==> config.mk <==
export PLATFORM = sky130hd
export DESIGN_NAME = mem_merge
export DESIGN_NICKNAME = d
export VERILOG_FILES = /design/src/rtl/mem_merge_pkg.sv /design/src/rtl/mem_merge_stream.sv /design/src/rtl/mem_merge.sv
export SDC_FILE = /design/constraint.sdc
export NUM_CORES = 1
export LEC_CHECK = 0
export CAP_MARGIN = 20
export CORE_ASPECT_RATIO = 1.25
export CORE_UTILIZATION = 34
export DETAILED_ROUTE_END_ITERATION = 10
export PLACE_DENSITY = 0.89
export SETUP_SLACK_MARGIN = 0.05
export SLEW_MARGIN = 20
export SYNTH_ARGS = -nofsm -noshare
export SYNTH_HDL_FRONTEND = slang
export SYNTH_SLANG_ARGS = --single-unit
==> constraint.sdc <==
create_clock -name clk_i -period 1.5 [get_ports clk_i]
set_input_delay 0.3 -clock clk_i [delete_from_list [all_inputs] [get_ports clk_i]]
set_output_delay 0.3 -clock clk_i [all_outputs]
set_load 0.01 [all_outputs]
Fig. 1: zoomed window
Window x 37 to 62, y 49 to 74 microns. Cells in grey, sequential cells in the stronger grey; small squares are vias.
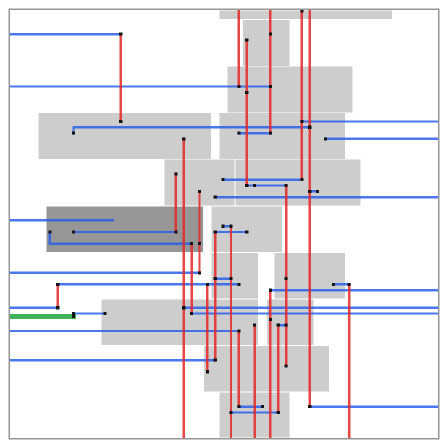
| colour | layer |
|---|---|
| blue | M1 |
| green | M3 |
| red | M2 |
most frequent: buf_12 (4), buf_4 (3), buf_6 (3)
sequential cells in the window: 1
cells with their middle in the window: 14

Fig. 2: clock wiring as the flow saved it
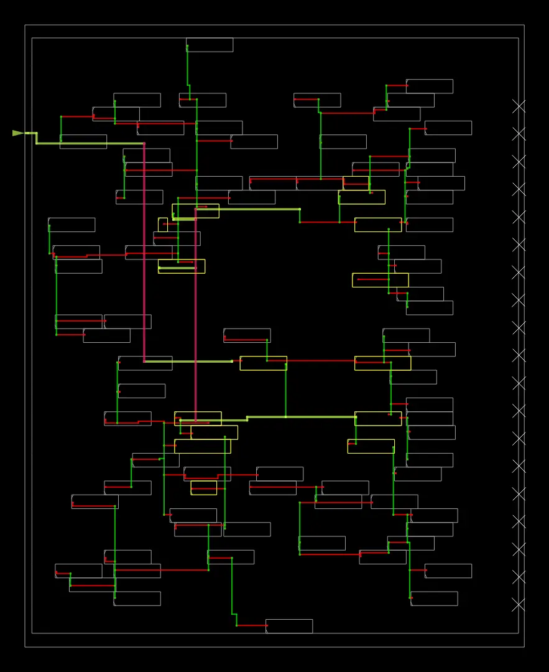
clock sinks: 77
total CTS buffers: 9
Worst-Skew Late Latency: 0.33 ns
clock-net power: 2500 uW

Fig. 3: clock distribution
(4 px per micron)
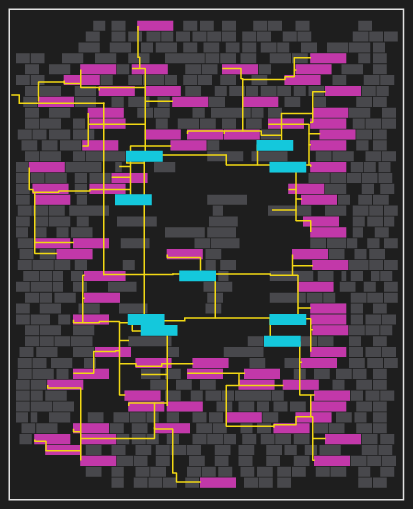
[magenta] flip-flops | count: 77
[cyan] clock-net drivers | count: 9
[yellow] clock wires | length: 989 microns
flops lie: widely spread
Clock power frac: 22.0%
skew final: 0.0110 ns

==> impl_metrics.toml <==
# generated from flow reports
[floorplanning]
die_h_microns = 122
boundaryPins = 232
core_region_area_sq_mm = 0.0112
die_area_sq_mm = 0.0120
fp-utilization_pct = 35.1
num_rows = 43
fp.dieW_microns = 98.2

[synthesis]
yosys_warnings = 0
synth_cell_types = 12
ys_ff = 77
syn_area_sq_mm = 0.00393
syn_avg_cell_area_sq_um = 15.6
fp_nets = 405
yosysCellCount = 252
ys_seq_share_pct = 49.0
synthCells = 252
yosys_area_sq_mm = 0.00393

[final_timing]
hold_viol = 0
rsz0062_at_grt = "true"
slew_headroom_pct = 35.4
drv_slew = 0
fmax_mhz = 582
period_used_pct = 115
setup_viol = 69
worst_pin_slew_ns = 0.969
layout_setup_ws_ns = -0.219
post-route-min-period_ns = 1.72

[finish]
drive_above_1_share_pct = 40.6
insertedDiodeCount = 0
num-nets-final = 661
area_growth_pct = 83.0
finalInstanceArea_sq_mm = 0.00720
layout_top_cell = "clkdlybuf4s50_1"
mostFrequentLayoutCells = "clkdlybuf4s50_1 (148), mux2_2 (100), dlygate4sd2_1 (78), dfrtp_1 (76), mux2_4 (49)"
largest_register_ffs = 74

[detailed_routing]
drc_errors = 19
ant_nets = 0
avgRoutedWirePerCell_microns = 18.0
via_count = 3024
viasPerCell = 4.67
postRouteWirelength_mm = 11.6
firstDrtPassIters = 7
drt-initial-drc-count = 55

[setup_path]
slowest_stage = "dfrtp_1"
required_ns = 1.71
cp-start-kind = "register"
critPathMaxFanout = 10
crit_family = "buffers and inverters"
path_cells = "nand2b_4 -> nor2b_4 -> buf_6 -> buf_4 -> buf_12 -> buf_12 -> buf_16 -> mux2_2"
rrSetupSlack_ns = -0.22
max_stage_delay_ns = 0.40
cp.depth = 8
arrival_ns = 1.93
cp_num_buf_inv = 5
setup.worst_path.end_class = "register"
cpMostUsedCell = "buf_12"
reg2reg_depth = 8
crit_type = "register to register"

[power]
combPwrFrac_pct = 47.8
power_uw = 11400
ir_worst_vdd_v = 0.000783
netSwitchingPower_uw = 3300
leakagePower_uw = 0.00318
internal_power_uw = 8070
power_density_mw_per_mm2 = 1580
switching_share_pct = 29.0
seq_power_share_pct = 30.2

[clocking]
cts-root-buf = "clkbuf_16"
cts_max_path_buffers = 2
hold_buffers = 0
h-tree-depth = 3
cts_tree = "built"
clkTransAtPathRegs_ns = 0.06

[run_status]
status = "finished with violations"
violations = "design-rule violations, negative setup slack"

[run]
cap_violations = 0
tool_warnings = 30

[global_route]
grt_start_max_net_pins = 78
grt_pass1_vias = 3319
groute.usage.overall_pct = 18.8
antenna_found_initial = 0
grt-ovfl-total = 0
grt_pass1_wl_mm = 17.2

[worst_hold_path]
holdCritPathClass = "input pin to asynchronous set/reset pin"

[placed_design]
place_area_sq_mm = 0.00638
gp_congestion = 0.690
dp_hpwl_mm = 7.70
io_buffers = 230
[through the flow]
step	std cells	setup TNS [ns]	setup slack [ns]	utilization, %	hold WS (ns)
after floorplan	252	0	0.0306	-	0.00441
after global placement	607	-35.67	-0.630	57.1	0.490
after detailed placement	607	-36.86	-0.624	57.1	0.493
after CTS	640	-14.02	-0.245	62.9	0.279
after global routing	647	-17.82	-0.287	64.3	0.339
final	647	-13.34	-0.219	64.3	0.259
[routing by layer]
layer  wire [microns]  global-route usage (%)
met2             6110                    35.7
met5                0                       0
met4              118                    4.85
met3              939                    5.52
met1             4470                    20.3
[cell usage after synthesis]
| master | n | area [sq um] |
|---|---|---|
| nand2b_4 | 1 | 13.8 |
| xor2_1 | 1 | 8.76 |
| nand2_1 | 2 | 7.51 |
| buf_4 | 1 | 7.51 |
| nor2b_4 | 1 | 13.8 |
| nor2b_1 | 1 | 6.26 |
| buf_6 | 8 | 90.1 |
| buf_2 | 10 | 50.1 |
| dfrtp_1 | 77 | 1930 |
| and2_1 | 1 | 6.26 |
| mux2_4 | 33 | 495 |
| mux2_2 | 116 | 1310 |
[cell families (layout without fill, tap and decap cells)]
| logic type | count (synthesis) | count (layout) | synth area share [%] |
|---|---|---|---|
| XOR/XNOR | 1 | 1 | 0.223 |
| buffers and inverters | 19 | 279 | 3.75 |
| flip-flops | 77 | 77 | 49.0 |
| multiplexers | 149 | 149 | 45.8 |
| AND/OR/NAND/NOR | 6 | 6 | 1.21 |
[power groups by stage]
stage	clock [uW]	sequential [uW]	combinational, uW
2_1_floorplan	0	3840	2470
3_3_place_gp	0	3460	5310
3_5_place_dp	0	3510	5460
4_1_cts	2570	3430	5290
5_1_grt	2660	3540	5780
6_report	2500	3430	5440
[what timing repair did]
action | CTS | global route
cloned | 7 | 5
resized | 124 | 7
pin swaps | 1 | 0
setup buffers | 12 | 2
setup endpoints to repair | 147 | 78
[layout make-up]
cell class	count	area, sq um
well taps	135	169
repair buffers	264	2820
flip-flops and latches	77	1930
clock inverters	4	95.1
clock buffers	11	253
fillers	874	3990
multi-input cells	156	1930
Power and IR drop assume default switching activity.
